Fig. 1: run 1, where the registers sit
Scale bar: 50 um. Other sequential cells in the stronger grey, the rest of the logic in the fainter grey.
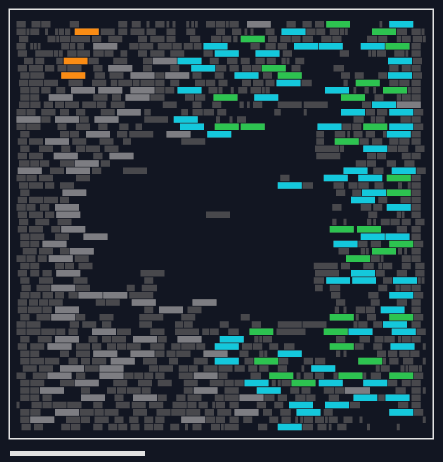
Fig. 2: run 1, met1 routing
Scale bar: 50 um. Supply wires on this layer in grey.
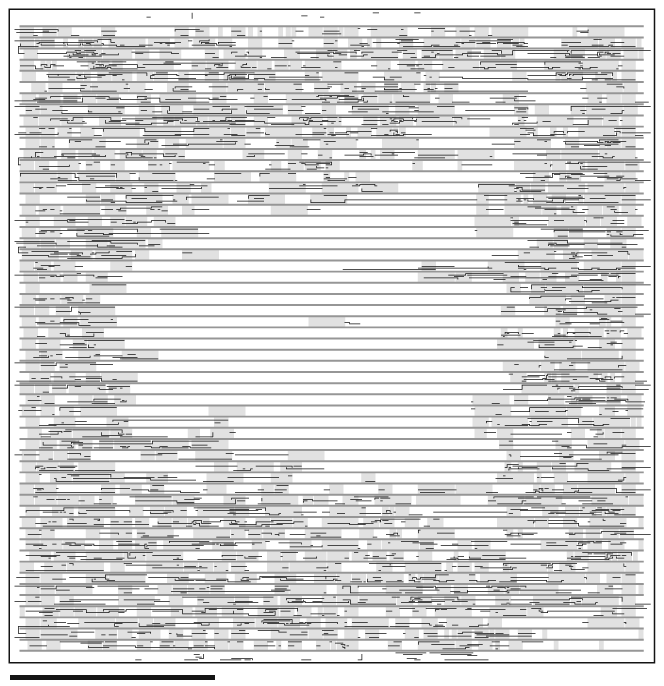
Fig. 3: run 1, wiring by layer
Only two layers are drawn.
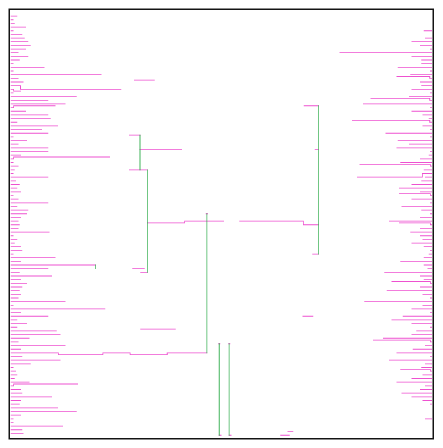
Fig. 4: run 1, routing congestion map
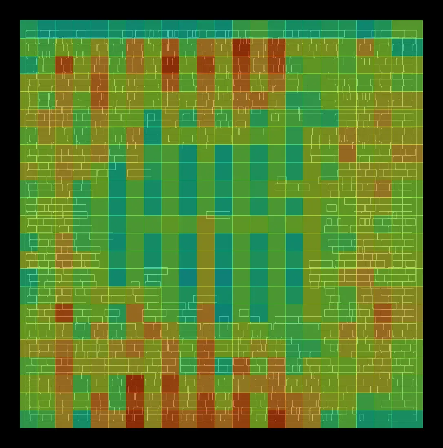
===== src/rtl/axi_read_bridge_if.sv =====
// AXI4 read-only bus (AR + R channels) shared by the fetch/load bridge and its slave.
interface axi_read_bridge_if;
  logic [3:0]  ARID;
  logic [63:0] ARADDR;
  logic [7:0]  ARLEN;
  logic [2:0]  ARSIZE;
  logic [1:0]  ARBURST;
  logic        ARLOCK;
  logic [3:0]  ARCACHE;
  logic [2:0]  ARPORT;
  logic [3:0]  ARQOS;
  logic [3:0]  ARREGION;
  logic        ARVALID;
  logic        ARREADY;
  logic [3:0]  RID;
  logic [63:0] RDATA;
  logic [1:0]  RRESP;
  logic        RLAST;
  logic        RVALID;
  logic        RREADY;

  modport master (
    output ARID, ARADDR, ARLEN, ARSIZE, ARBURST, ARLOCK, ARCACHE, ARPORT,
           ARQOS, ARREGION, ARVALID, RREADY,
    input  ARREADY, RID, RDATA, RRESP, RLAST, RVALID
  );

  modport slave (
    input  ARID, ARADDR, ARLEN, ARSIZE, ARBURST, ARLOCK, ARCACHE, ARPORT,
           ARQOS, ARREGION, ARVALID, RREADY,
    output ARREADY, RID, RDATA, RRESP, RLAST, RVALID
  );
endinterface


===== src/rtl/axi_read_bridge.sv =====
// Single-beat AXI read bridge alternating instruction fetches and data loads.
// A load is only issued when requested at the handshake that completes a fetch.
module axi_read_bridge (
  input  logic                    clk,
  input  logic                    rstn,
  input  logic [63:0]             pc,
  output logic [31:0]             instr,
  output logic                    instr_valid,
  input  logic [63:0]             mm_addr,
  input  logic                    mm_ren,
  output logic [63:0]             mm_rdata,
  output logic                    rdata_valid,
  input  logic                    jump_en,
  output logic                    flush_nop,
  axi_read_bridge_if.master       axi
);

  typedef enum logic [2:0] {S_RESET, S_F_AR, S_F_R, S_D_AR, S_D_R} state_t;

  state_t      state_q, state_d;
  logic [63:0] araddr_q, araddr_d;
  logic [31:0] instr_q, instr_d;
  logic [63:0] mm_rdata_q, mm_rdata_d;
  logic        instr_valid_q, instr_valid_d;
  logic        rdata_valid_q, rdata_valid_d;
  logic        unused_ok;

  assign flush_nop    = jump_en;
  assign instr        = instr_q;
  assign instr_valid  = instr_valid_q;
  assign mm_rdata     = mm_rdata_q;
  assign rdata_valid  = rdata_valid_q;
  assign unused_ok    = ^{axi.RID, axi.RRESP, axi.RLAST};

  assign axi.ARADDR   = araddr_q;
  assign axi.ARLEN    = 8'd0;
  assign axi.ARBURST  = 2'b01;
  assign axi.ARLOCK   = 1'b0;
  assign axi.ARCACHE  = 4'd0;
  assign axi.ARQOS    = 4'd0;
  assign axi.ARREGION = 4'd0;

  // AR attributes come from the state alone, so they stay stable during a stall.
  always_comb begin
    axi.ARVALID = 1'b0;
    axi.ARID    = 4'd0;
    axi.ARSIZE  = 3'b000;
    axi.ARPORT  = 3'b000;
    axi.RREADY  = 1'b0;
    case (state_q)
      S_F_AR: begin
        axi.ARVALID = 1'b1;
        axi.ARSIZE  = 3'b010;
        axi.ARPORT  = 3'b100;
      end
      S_D_AR: begin
        axi.ARVALID = 1'b1;
        axi.ARID    = 4'd1;
        axi.ARSIZE  = 3'b011;
      end
      S_F_R, S_D_R: axi.RREADY = 1'b1;
      default: ;
    endcase
  end

  always_comb begin
    state_d       = state_q;
    araddr_d      = araddr_q;
    instr_d       = instr_q;
    mm_rdata_d    = mm_rdata_q;
    instr_valid_d = 1'b0;
    rdata_valid_d = 1'b0;
    case (state_q)
      S_RESET: begin
        state_d  = S_F_AR;
        araddr_d = pc;
      end
      S_F_AR: if (axi.ARREADY) state_d = S_F_R;
      S_F_R: if (axi.RVALID) begin
        // araddr_q still holds the fetch address here and selects the word.
        instr_d       = araddr_q[2] ? axi.RDATA[63:32] : axi.RDATA[31:0];
        instr_valid_d = 1'b1;
        if (mm_ren) begin
          state_d  = S_D_AR;
          araddr_d = mm_addr;
        end else begin
          state_d  = S_F_AR;
          araddr_d = pc;
        end
      end
      S_D_AR: if (axi.ARREADY) state_d = S_D_R;
      S_D_R: if (axi.RVALID) begin
        mm_rdata_d    = axi.RDATA;
        rdata_valid_d = 1'b1;
        state_d       = S_F_AR;
        araddr_d      = pc;
      end
      default: state_d = S_RESET;
    endcase
  end

  always_ff @(posedge clk or posedge rstn) begin
    if (rstn) begin
      state_q       <= S_RESET;
      araddr_q      <= 64'd0;
      instr_q       <= 32'd0;
      mm_rdata_q    <= 64'd0;
      instr_valid_q <= 1'b0;
      rdata_valid_q <= 1'b0;
    end else begin
      state_q       <= state_d;
      araddr_q      <= araddr_d;
      instr_q       <= instr_d;
      mm_rdata_q    <= mm_rdata_d;
      instr_valid_q <= instr_valid_d;
      rdata_valid_q <= rdata_valid_d;
    end
  end

endmodule


===== src/flat_wrapper.sv =====
// flat-port wrapper written by rule: the top's interface ports become plain ports
module axi_read_bridge_flat 
  (clk, rstn, pc, instr, instr_valid, mm_addr, mm_ren, mm_rdata, rdata_valid, jump_en, flush_nop, axi_ARID, axi_ARADDR, axi_ARLEN, axi_ARSIZE, axi_ARBURST, axi_ARLOCK, axi_ARCACHE, axi_ARPORT, axi_ARQOS, axi_ARREGION, axi_ARVALID, axi_RREADY, axi_ARREADY, axi_RID, axi_RDATA, axi_RRESP, axi_RLAST, axi_RVALID);
  axi_read_bridge_if axi_i ();
  input  logic clk;
  input  logic rstn;
  input  logic [63:0] pc;
  output logic [31:0] instr;
  output logic instr_valid;
  input  logic [63:0] mm_addr;
  input  logic mm_ren;
  output logic [63:0] mm_rdata;
  output logic rdata_valid;
  input  logic jump_en;
  output logic flush_nop;
  output wire logic [$bits(axi_i.ARID)-1:0] axi_ARID;
  output wire logic [$bits(axi_i.ARADDR)-1:0] axi_ARADDR;
  output wire logic [$bits(axi_i.ARLEN)-1:0] axi_ARLEN;
  output wire logic [$bits(axi_i.ARSIZE)-1:0] axi_ARSIZE;
  output wire logic [$bits(axi_i.ARBURST)-1:0] axi_ARBURST;
  output wire logic [$bits(axi_i.ARLOCK)-1:0] axi_ARLOCK;
  output wire logic [$bits(axi_i.ARCACHE)-1:0] axi_ARCACHE;
  output wire logic [$bits(axi_i.ARPORT)-1:0] axi_ARPORT;
  output wire logic [$bits(axi_i.ARQOS)-1:0] axi_ARQOS;
  output wire logic [$bits(axi_i.ARREGION)-1:0] axi_ARREGION;
  output wire logic [$bits(axi_i.ARVALID)-1:0] axi_ARVALID;
  output wire logic [$bits(axi_i.RREADY)-1:0] axi_RREADY;
  input wire logic [$bits(axi_i.ARREADY)-1:0] axi_ARREADY;
  input wire logic [$bits(axi_i.RID)-1:0] axi_RID;
  input wire logic [$bits(axi_i.RDATA)-1:0] axi_RDATA;
  input wire logic [$bits(axi_i.RRESP)-1:0] axi_RRESP;
  input wire logic [$bits(axi_i.RLAST)-1:0] axi_RLAST;
  input wire logic [$bits(axi_i.RVALID)-1:0] axi_RVALID;
  assign axi_ARID = axi_i.ARID;
  assign axi_ARADDR = axi_i.ARADDR;
  assign axi_ARLEN = axi_i.ARLEN;
  assign axi_ARSIZE = axi_i.ARSIZE;
  assign axi_ARBURST = axi_i.ARBURST;
  assign axi_ARLOCK = axi_i.ARLOCK;
  assign axi_ARCACHE = axi_i.ARCACHE;
  assign axi_ARPORT = axi_i.ARPORT;
  assign axi_ARQOS = axi_i.ARQOS;
  assign axi_ARREGION = axi_i.ARREGION;
  assign axi_ARVALID = axi_i.ARVALID;
  assign axi_RREADY = axi_i.RREADY;
  assign axi_i.ARREADY = axi_ARREADY;
  assign axi_i.RID = axi_RID;
  assign axi_i.RDATA = axi_RDATA;
  assign axi_i.RRESP = axi_RRESP;
  assign axi_i.RLAST = axi_RLAST;
  assign axi_i.RVALID = axi_RVALID;
  axi_read_bridge u_core (.clk(clk), .rstn(rstn), .pc(pc), .instr(instr), .instr_valid(instr_valid), .mm_addr(mm_addr), .mm_ren(mm_ren), .mm_rdata(mm_rdata), .rdata_valid(rdata_valid), .jump_en(jump_en), .flush_nop(flush_nop), .axi(axi_i));
endmodule

===== config.mk =====
export PLATFORM = sky130hd
export DESIGN_NAME = axi_read_bridge_flat
export DESIGN_NICKNAME = d
export VERILOG_FILES = /design/src/rtl/axi_read_bridge_if.sv /design/src/rtl/axi_read_bridge.sv /design/src/flat_wrapper.sv
export SDC_FILE = /design/constraint.sdc
export NUM_CORES = 1
export LEC_CHECK = 0
export CORE_AREA = 2 2 155 157
export DETAILED_ROUTE_END_ITERATION = 16
export DIE_AREA = 0 0 157 159
export GPL_ROUTABILITY_DRIVEN = 0
export HOLD_SLACK_MARGIN = 0.12
export PLACE_DENSITY = 0.76
export SLEW_MARGIN = 20
export SYNTH_ARGS = -nofsm -noshare
export SYNTH_HDL_FRONTEND = slang
export SYNTH_SLANG_ARGS = --single-unit

===== constraint.sdc =====
create_clock -name clk -period 11.4 [get_ports clk]
set_input_delay 2.28 -clock clk [delete_from_list [all_inputs] [get_ports clk]]
set_output_delay 2.28 -clock clk [all_outputs]
set_load 0.01 [all_outputs]

==> results.env, run 1 <==
MAPPEDNETLISTAREA_SQ_MM=0.00802
CP_SLOWEST_CELL='sky130_fd_sc_hd__buf_4'
FOOTPRINT_OF_THE_MULTI_INPUT_GATES_SQ_MM=0.00348
CHIP_AREA_ESTIMATE_FROM_YOSYS_SYNTHESIS_SQ_MM=0.00802
OUTCOME='completed'
ROUTE.DETAILED.DRC=0
LAYOUT.CELLS.MOST_COMMON='sky130_fd_sc_hd__clkdlybuf4s50_1'
POSTSYNTH.ASYNCRESETSHARE_PCT=100
DRV_SLEW=0
POSTSYNTH.TOPFLOPCELL='sky130_fd_sc_hd__dfrtp_1'
AREA_GROWTH_PCT=53.6
FINAL_LAYOUT_SIZE_SUFFIX_GT1_SHARE_PCT=26.3
PWR_DENSITY_CELL_mW_PER_MM2=265
FINALNETCOUNT=1100
GRT_START_MAX_NET_PINS=103
GRT_OVERFLOW_TOTAL=0
FILLERS=2031
SYNTH_TOP_CELL_BY_AREA='sky130_fd_sc_hd__dfrtp_1'
CRITPATHCAPTURETYPE='flip-flop'
YOSYS_WARNING_COUNT=0
POSTROUTEANTENNANETS=0
PLACEABLECOREAREA_SQ_MM=0.0232
FLOORPLAN.INITIALDENSITY_PCT=34.6
DIEAREA_SQ_MM=0.0250
CTS_ROOT_BUFFER='sky130_fd_sc_hd__clkbuf_16'
SUM_OF_BUFFERS_AND_INVERTERS_ON_THE_CRITICAL_PATH=3
FLOORPLAN.DIE.HEIGHT_UM=159
SYN-INSTANCE-COUNT=541
VDD_IR_DROP_MAX_mV=0.152
FLOORPLAN.IO_PINS=403
CTS_HOLD_REPAIR_BUFFERS=0
POST_LAYOUT_MIN_PERIOD_NS=4.57
CRITPATHKIND='input port to flip-flop'
TIMING.CRITICAL_PATH.SLOWEST_CELL_DELAY_NS=0.68
MAX-CLOCK-PATH-BUFFERS=2
FINALCRITPERIODSHARE_PCT=40.1
DIODES=0
TOTAL_LEAKAGE_POWER_nW=5.32
ACHIEVABLE-FREQUENCY_MHz=219
TNS_NS=0
CRIT_ARRIVAL_NS=4.87
STAGE_LOG_WARNINGS=35
CRITPATHREQUIREDTIME_NS=11.69
WORSTSKEWPAIRLATENCY_NS=0.41
FAMILY_WITH_THE_MOST_DELAY_ON_THE_WORST_PATH='buffers and inverters'
POSTCTSSETUPBUFFERS=0
NUMCTSBUFFERS=17
SYNTH_SEQ_SHARE_PCT=51.5
SLEW_HEADROOM_PCT=29.4
SYNTH.AVG_CELL_AREA_SQ_UM=14.8
YS_TOP_CELLS_BY_AREA='sky130_fd_sc_hd__dfrtp_1 51%, sky130_fd_sc_hd__mux2_4 22%, sky130_fd_sc_hd__mux2_2 10%, sky130_fd_sc_hd__buf_4 4.0%, sky130_fd_sc_hd__mux2i_1 4.0%'
CTS_HTREE_LEVELS=4
RRSETUPSLACK_NS=8.54
REGISTER_CLOCK_PIN_SLEW_ON_THE_REPORTED_WORST_SETUP_AND_HOLD_PATHS_NS=0.06
LAYOUT_TOP_CELLS='364 x sky130_fd_sc_hd__clkdlybuf4s50_1, 164 x sky130_fd_sc_hd__dfrtp_1, 120 x sky130_fd_sc_hd__mux2_4, 72 x sky130_fd_sc_hd__mux2_2, 35 x sky130_fd_sc_hd__nor2_1'
MAX-CAP-VIOLATIONS=0
DR.PASS1.ITERS=6
CLOCK_SINK_COUNT=165
WIRE_LENGTH_OF_THE_FIRST_GLOBAL_ROUTING_PASS_UM=32000
PATH_MAX_FANOUT=49
FIN_WS_NS=6.83
CLOCK_SKEW_NS=0.0113
YOSYSTOPAREACELLSHARE_PCT=51.5
SYNTH-CELLS-YOSYS=541
PORTBUFFERS=364
SYNTHDISTINCTLIBCELLS=28
VIA_COUNT_OF_THE_FIRST_GLOBAL_ROUTING_PASS=5728
CTS_TREE='done'
SETUP_VIOL=0
WORSTMARGINPINSLEW_NS=1.06
POST_CTS_RESIZED=0
NUMBER_OF_ANTENNA_VIOLATIONS_AT_THE_FIRST_CHECK_IN_GLOBAL_ROUTING=1
HPWL_UM=15200
SYNTH-SEQ-CELLS=165
CORE.ROWCOUNT=56
SYNTH-EDFF-COUNT=0
DIE_W_UM=157
RSZ0062_AT_GRT='false'
PRECTSSETUPSLACK_NS=6.01
CP_CELL_SEQUENCE='clkdlybuf4s50_1 -> nor3b_4 -> buf_6 -> buf_4 -> mux2_2 -> mux2_2'
HOLD_CLASS='flip-flop to flip-flop'
VIAS_PER_CELL=4.46
CRITICAL_PATH.MOST_COMMON_CELL='sky130_fd_sc_hd__mux2_2'
CP_STARTPOINT_KIND='input port'
INITIALDRTVIOLATIONCOUNT=147
FINALHOLDVIOLCOUNT=0
Back to the opening pictures, Fig. 1:
u_core.instr -> green  # placed flops 32
u_core.state_q -> orange  # placed flops 3
u_core.mm_rdata -> cyan  # placed flops 64
sequential-cell power consumption: 1.05 mW
share of the final layout cell area in sequential cells: 33.5%
post-route core utilization: 53.1%
Seq. cell area: 0.00413 sq mm

Back to the opening pictures, Fig. 2:
wire length on this layer = 8160 um
share of all routed wire = 39%
total wire length after detailed routing: 20800 um
routed vias: 5478

Back to the opening pictures, Fig. 3:
M4 -> green  # wire length 227 um
M3 -> magenta  # wire length 1890 um
average routed wire per standard cell: 16.9 um
aggregate global-route resource usage: 16.6%

Back to the opening pictures, Fig. 4:
layer carrying the most global-route usage: met2
met3 Use GR: 5.72%
met1 usage in global routing: 18.9%

-- run 1: logic make-up after synthesis --
group                      Yosys count  share of synthesized area [%]
and+or+nand+nor                     45                           2.70
buffers and inverters               67                           6.63
adders and majority gates            1                          0.140
DFF                                165                           51.5
AOI/OAI and AO/OA                   37                           2.42
muxes                              224                           36.6
other                                2                         0.0936
-- run 1: per-layer routing --
metal,GRT usage [%],wire length (um)
met2,29.2,10500
met4,4.55,227
met1,18.9,8160
met5,0,13
met3,5.72,1890
-- run 1: worst register-to-register path, stage by stage, from the launching register on --
cell and delay [ns]:
sky130_fd_sc_hd__dfrtp_1 0.43, sky130_fd_sc_hd__nand2b_4 0.20, sky130_fd_sc_hd__nor3b_4 0.44, sky130_fd_sc_hd__buf_6 0.26, sky130_fd_sc_hd__buf_4 0.68, sky130_fd_sc_hd__mux2_2 0.46, sky130_fd_sc_hd__mux2_2 0.26
-- run 1: area by class of cell --
class | instances | area share (%)
well taps | 319 | 3.24
multi-input cells | 336 | 28.3
inverters | 4 | 0.162
clock buffers | 19 | 3.59
flip-flops and latches | 165 | 33.5
repair buffers | 371 | 30.0
clock inverters | 13 | 1.17
-- run 1: path summary, 6_finish.rpt --
kind / end / start / cells after the start
worst min register to register: u_core.mm_rdata[9] / u_core.mm_rdata[9] / 1
worst max-delay path: u_core.axi.ARADDR[14] / mm_ren / 6
worst min-delay path: u_core.mm_rdata[9] / u_core.mm_rdata[9] / 1
worst max register to register: u_core.axi.ARADDR[14] / u_core.state_q[2] / 6
max in group asynchronous: u_core.axi.ARADDR[4] / rstn / 3
min in group asynchronous: u_core.mm_rdata[35] / rstn / 2
-- run 1: Yosys cell counts, types with 2 or more instances --
master / n
sky130_fd_sc_hd__dfrtp_1: 165
sky130_fd_sc_hd__mux2_4: 120
sky130_fd_sc_hd__mux2_2: 72
sky130_fd_sc_hd__buf_4: 43
sky130_fd_sc_hd__nor2_1: 37
sky130_fd_sc_hd__a21oi_1: 33
sky130_fd_sc_hd__mux2i_1: 32
sky130_fd_sc_hd__buf_2: 8
sky130_fd_sc_hd__buf_12: 6
sky130_fd_sc_hd__buf_1: 3
sky130_fd_sc_hd__inv_1: 3
sky130_fd_sc_hd__conb_1: 2
sky130_fd_sc_hd__nand2b_1: 2
-- run 1: registers in the layout, indices dropped and copies added (netlist names) --
register	flops
u_core.axi.ARADDR	64
u_core.mm_rdata	64
u_core.instr	32
u_core.state_q	3
u_core.instr_valid	1
u_core.rdata_valid	1
-- run 1: where the power goes --
| group | leakage (nW) | internal [mW] | switching [mW] |
|---|---|---|---|
| Sequential | 1.95 | 0.884 | 0.169 |
| Clock | 0.277 | 0.314 | 0.252 |
| Combinational | 3.09 | 1.03 | 0.613 |
-- run 1: per-stage QoR --
step / hold WS [ns] / power (mW) / util [%] / instance area (sq um) / cells
2_1_floorplan: 0.551 / 1.92 / - / 8120 / 568
3_3_place_gp: 0.489 / 2.69 / 50.5 / 11700 / 1194
3_5_place_dp: 0.491 / 2.72 / 50.5 / 11700 / 1194
4_1_cts: 0.510 / 3.31 / 53.1 / 12300 / 1226
5_1_grt: 0.516 / 3.45 / 53.1 / 12300 / 1227
6_report: 0.503 / 3.26 / 53.1 / 12300 / 1227
==> run 1 -> run 2 <==
- CORE_AREA: 2 2 155 157 -> 2 2 156 158
- DIE_AREA: 0 0 157 159 -> 0 0 158 160
- PLACE_DENSITY: 0.76 -> 0.75
- clock period: 11.4 -> 4.25 ns (I/O delays scaled with it)
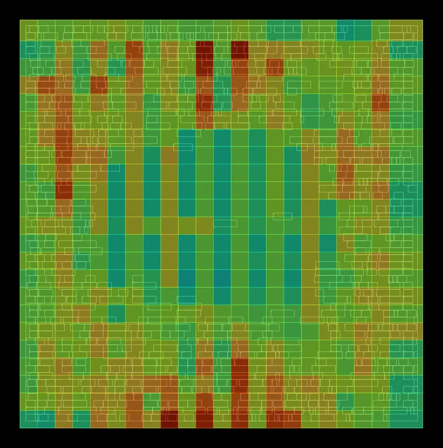
Fig. 5. Routing congestion map (run 2).
met2 demand-to-capacity share in global routing: 27.3%
met1 usage in global routing: 19.3%
met3 Use GR: 5.67%

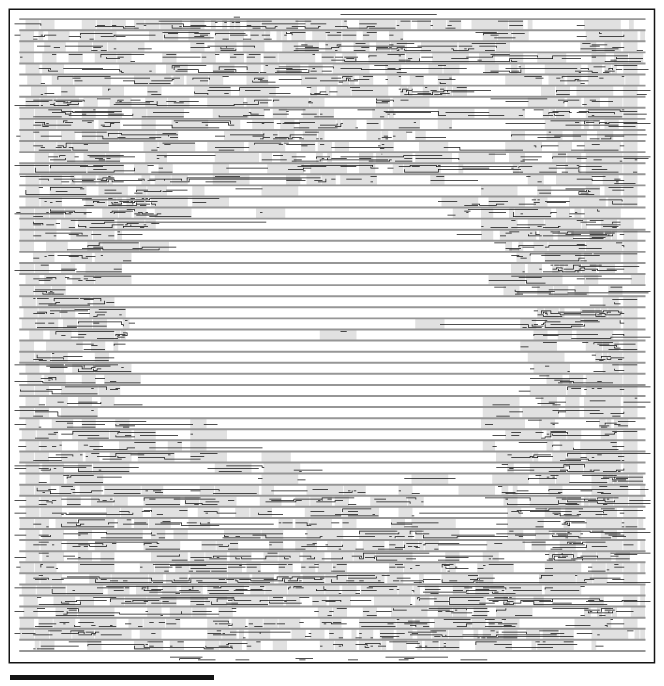
Fig. 6. Met1 routing (run 2).
Scale bar: 50 um. Supply wires on this layer in grey.
share of all routed wire = 40%
main direction = horizontal
wire length on this layer = 8250 um
longest straight run = 40.5 um
nets with wire on the layer = 925
routed vias: 5507
total wire length after detailed routing: 20500 um

==> run 2 against run 1 <==
Compared with the run above: worst setup slack got worse by 5.4 ns; sequential power increased to 2.7 times the previous value; sequential cell count unchanged; global-route usage decreased by 0.27 points; die size increased by 1.3%; register-to-register slack got worse by 6.5 ns; non-clock buffer count increased by 4; combinational power increased to 2.7 times the previous value; final cell count increased by 0.73%; sequential share of layout area decreased by 0.43 points; synthesized cell count unchanged; power increased to 2.7 times the previous value.
==> results.env, run 2 <==
HOLD_CLASS='flip-flop to flip-flop'  # unchanged
TIMING.CRITICAL_PATH.SLOWEST_CELL_DELAY_NS=0.57  # was 0.68 ns
YOSYS_WARNING_COUNT=0  # unchanged
YOSYSTOPAREACELLSHARE_PCT=51.5  # unchanged
SYNTH-EDFF-COUNT=0  # unchanged
DIODES=0  # unchanged
AREA_GROWTH_PCT=55.6  # was 53.6%
FINAL_LAYOUT_SIZE_SUFFIX_GT1_SHARE_PCT=26.6  # was 26.3%
WORSTSKEWPAIRLATENCY_NS=0.42  # was 0.41 ns
SYNTH.AVG_CELL_AREA_SQ_UM=14.8  # unchanged
CTS_TREE='done'  # unchanged
FINALNETCOUNT=1104  # was 1100
P_INT_mW=6.14  # was 2.23 mW
SYNTHDISTINCTLIBCELLS=28  # unchanged
SYNTH_TOP_CELL_BY_AREA='sky130_fd_sc_hd__dfrtp_1'  # unchanged
WIRE_LENGTH_OF_THE_FIRST_GLOBAL_ROUTING_PASS_UM=31700  # was 32000 um
POSTSYNTH.TOPFLOPCELL='sky130_fd_sc_hd__dfrtp_1'  # unchanged
DETAIL_ROUTE.WL_PER_CELL_UM=16.6  # was 16.9 um
DRV_SLEW=0  # unchanged
HOLD-PATH-CELL-COUNT=1  # unchanged
RR_WORST_DEPTH=4  # was 6
RSZ0062_AT_GRT='false'  # unchanged
MAPPEDNETLISTAREA_SQ_MM=0.00802  # unchanged
HOLD_END='u_core.mm_rdata[18]'  # was u_core.mm_rdata[9]
VIAS_PER_CELL=4.46  # about the same
PWR_DENSITY_CELL_mW_PER_MM2=715  # was 265 mW/mm^2
CRITPATHKIND='flip-flop to primary output'  # was input port to flip-flop
PRECTSSETUPSLACK_NS=1.11  # was 6.01 ns
CRITPATHREQUIREDTIME_NS=3.40  # was 11.69 ns
LAYOUT.CELLS.NON_FILLER=1236  # was 1227
CRIT_ARRIVAL_NS=1.94  # was 4.87 ns
POWER.CLOCK.FRACTION_PCT=19.0  # was 17.4%
DIEAREA_SQ_MM=0.0253  # was 0.0250 sq mm
YOSYSMOSTFREQUENTCELL='sky130_fd_sc_hd__dfrtp_1'  # unchanged
FLOORPLAN.INITIALDENSITY_PCT=33.7  # was 34.6%
POSTSYNTH.ASYNCRESETSHARE_PCT=100  # unchanged
CLOCK_SKEW_NS=0.0147  # was 0.0113 ns
WORSTREG2REGEND='u_core.mm_rdata[57]'  # was u_core.axi.ARADDR[14]
COMBINATIONALPOWERSHARE_PCT=49.5  # was 50.3%
CHIP_AREA_ESTIMATE_FROM_YOSYS_SYNTHESIS_SQ_MM=0.00802  # unchanged
GRT_MOST_USED_LAYER='met2'  # unchanged
VIA_COUNT_OF_THE_FIRST_GLOBAL_ROUTING_PASS=5683  # was 5728
PATH_MAX_FANOUT=6  # was 49
SYNTH-CELLS-YOSYS=541  # unchanged
MIN_FROM='u_core.mm_rdata[18]'  # was u_core.mm_rdata[9]
TOTAL_LEAKAGE_POWER_nW=5.39  # was 5.32 nW
FIN_WS_NS=1.46  # was 6.83 ns
FILLERS=2054  # was 2031
CTS_ROOT_BUFFER='sky130_fd_sc_hd__clkbuf_16'  # unchanged
PORTBUFFERS=364  # unchanged
VDD_IR_DROP_MAX_mV=0.374  # was 0.152 mV
OUTCOME='completed'  # unchanged
POSTCTSSETUPBUFFERS=0  # unchanged
TNS_NS=0  # unchanged
SWITCHING_POWER_mW=2.78  # was 1.03 mW
FAMILY_WITH_THE_MOST_DELAY_ON_THE_WORST_PATH='buffers and inverters'  # unchanged
CTS_HTREE_LEVELS=4  # unchanged
GRT_OVERFLOW_TOTAL=0  # unchanged
FINALHOLDVIOLCOUNT=0  # unchanged
SLEW_HEADROOM_PCT=47.5  # was 29.4%
CORE.ROWCOUNT=57  # was 56
REGISTER_CLOCK_PIN_SLEW_ON_THE_REPORTED_WORST_SETUP_AND_HOLD_PATHS_NS=0.06  # about the same
HPWL_UM=15400  # was 15200 um
CP_STARTPOINT_KIND='flip-flop'  # was input port
P_SW_SHARE_PCT=31.2  # was 31.7%
SETUP_VIOL=0  # unchanged
MAX-CAP-VIOLATIONS=0  # unchanged
FINALCRITPERIODSHARE_PCT=65.6
SYNTH_SEQ_SHARE_PCT=51.5  # unchanged
YS_TOP_CELLS_BY_AREA='sky130_fd_sc_hd__dfrtp_1 51%, sky130_fd_sc_hd__mux2_4 22%, sky130_fd_sc_hd__mux2_2 10%, sky130_fd_sc_hd__buf_4 4.0%, sky130_fd_sc_hd__mux2i_1 4.0%'  # unchanged
ACHIEVABLE-FREQUENCY_MHz=359
POST_CTS_RESIZED=0  # unchanged
DIE_W_UM=158  # was 157 um
CLOCK_SINK_COUNT=165  # unchanged
LAYOUT_TOP_CELLS='364 x sky130_fd_sc_hd__clkdlybuf4s50_1, 164 x sky130_fd_sc_hd__dfrtp_1, 120 x sky130_fd_sc_hd__mux2_4, 72 x sky130_fd_sc_hd__mux2_2, 35 x sky130_fd_sc_hd__nor2_1'  # unchanged
CRITPATHCAPTURETYPE='primary output'  # was flip-flop
FLOORPLAN.DIE.HEIGHT_UM=160  # was 159 um
GRT_START_MAX_NET_PINS=65  # was 103
SYNTH-SEQ-CELLS=165  # unchanged
GLOBAL_ROUTE.USAGE.TOTAL_PCT=16.3  # was 16.6%
CP_CELL_SEQUENCE='or2b_1 -> a21oi_1 -> clkdlybuf4s50_1'  # was clkdlybuf4s50_1 -> nor3b_4 -> buf_6 -> buf_4 -> mux2_2 -> mux2_2
CP_SLOWEST_CELL='sky130_fd_sc_hd__clkdlybuf4s50_1'  # was sky130_fd_sc_hd__buf_4
NUMCTSBUFFERS=17  # unchanged
PLACEDCELLCOUNT=1204  # was 1194
CTS_HOLD_REPAIR_BUFFERS=0  # unchanged
POST_SYNTH_MOST_FREQUENT_CELLS='165 x sky130_fd_sc_hd__dfrtp_1, 120 x sky130_fd_sc_hd__mux2_4, 72 x sky130_fd_sc_hd__mux2_2'  # unchanged
REG2REG_FROM='u_core.state_q[0]'  # was u_core.state_q[2]
SUM_OF_BUFFERS_AND_INVERTERS_ON_THE_CRITICAL_PATH=1  # was 3
STAGE_LOG_WARNINGS=33  # was 35
LAYOUT.CELLS.MOST_COMMON='sky130_fd_sc_hd__clkdlybuf4s50_1'  # unchanged
NUMBER_OF_ANTENNA_VIOLATIONS_AT_THE_FIRST_CHECK_IN_GLOBAL_ROUTING=0  # was 1
POST_LAYOUT_MIN_PERIOD_NS=2.79
P_SEQ_SHARE_PCT=31.6  # was 32.3%
DR.PASS1.ITERS=3  # was 6
FLOORPLAN.IO_PINS=403  # unchanged
PLACEABLECOREAREA_SQ_MM=0.0238  # was 0.0232 sq mm
RRSETUPSLACK_NS=2.08  # was 8.54 ns
MAX-CLOCK-PATH-BUFFERS=2  # unchanged
POSTROUTEANTENNANETS=0  # unchanged
WORSTMARGINPINSLEW_NS=0.786  # was 1.06 ns
ROUTE.DETAILED.DRC=0  # unchanged
INITIALDRTVIOLATIONCOUNT=183  # was 147
SYN-INSTANCE-COUNT=541  # unchanged
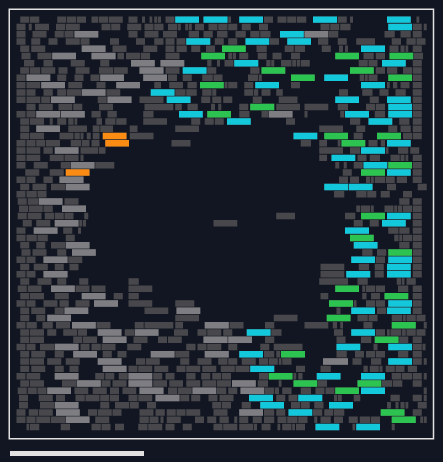
Fig. 7. Where the registers sit (run 2).
Scale bar: 50 um. Other sequential cells in the stronger grey, the rest of the logic in the fainter grey.
u_core.mm_rdata -> cyan  # placed flops 64
u_core.state_q -> orange  # placed flops 3
u_core.instr -> green  # placed flops 32
not coloured = 66
share of the final layout cell area in sequential cells: 33.1%
sequential-cell power consumption: 2.82 mW
post-route core utilization: 52.4%

[run 2: cell counts after synthesis]
Identical to the previous run, type by type.
[run 2: cell families after synthesis]
kind of cell	after synthesis	synth area share, %
mux	224	36.6
flops	165	51.5
buf+inv	67	6.63
simple gates	45	2.70
compound gates	37	2.42
other cells	2	0.0936
fa+ha+maj	1	0.140
[run 2: worst max-delay path by stage]
stage	startpoint	to	slack [ns]	depth (start not counted)
3_5_place_dp	axi_RVALID	u_core.axi.ARADDR[16]	1.11	6
5_1_grt	u_core.state_q[1]	axi_RREADY	1.31	3
2_1_floorplan	rstn	u_core.axi.ARADDR[0]	1.30	1
6_report	u_core.state_q[1]	axi_RREADY	1.46	3
4_1_cts	u_core.state_q[1]	axi_RREADY	1.41	3
3_3_place_gp	axi_RVALID	u_core.axi.ARADDR[16]	1.15	6
[run 2: layout make-up]
type | instances | area (sq um) | share of cell area (%)
clock buffer | 18 | 429 | 3.44
timing repair buffer | 375 | 3800 | 30.5
inverter | 4 | 18.8 | 0.150
clock inverter | 14 | 213 | 1.70
multi-input combinational | 336 | 3480 | 27.9
tap | 324 | 405 | 3.25
sequential | 165 | 4130 | 33.1
[run 2: worst register-to-register path, stage by stage, from the launching register on]
cell and delay [ns]:
sky130_fd_sc_hd__dfrtp_1 0.55, sky130_fd_sc_hd__nand2b_1 0.31, sky130_fd_sc_hd__nor2_4 0.54, sky130_fd_sc_hd__buf_12 0.28, sky130_fd_sc_hd__mux2_2 0.38
[run 2: metal layers]
metal	part of all wire, %	vias to the layer above
met4	2.3	0
met2	49	247
li1	-	2565
met3	8.9	26
met1	40	2669
met5	0	-
[run 2: through the flow]
stage	util (%)	total power, mW	hold WS (ns)	instance area (sq um)
2_1_floorplan	-	5.15	0.551	8130
3_3_place_gp	49.7	7.22	0.488	11800
3_5_place_dp	49.7	7.30	0.492	11800
4_1_cts	52.4	9.04	0.510	12500
5_1_grt	52.4	9.42	0.517	12500
6_report	52.4	8.92	0.505	12500
[run 2: power by group through the flow]
| stage | sequential, mW | clock, mW | combinational [mW] |
|---|---|---|---|
| final | 2.82 | 1.69 | 4.41 |
| after global routing | 2.92 | 1.80 | 4.71 |
| after CTS | 2.82 | 1.74 | 4.47 |
| after detailed placement | 2.83 | 0 | 4.47 |
| after global placement | 2.81 | 0 | 4.41 |
| after floorplan | 3.16 | 0 | 1.99 |
Power is estimated from default activity; no workload was simulated.
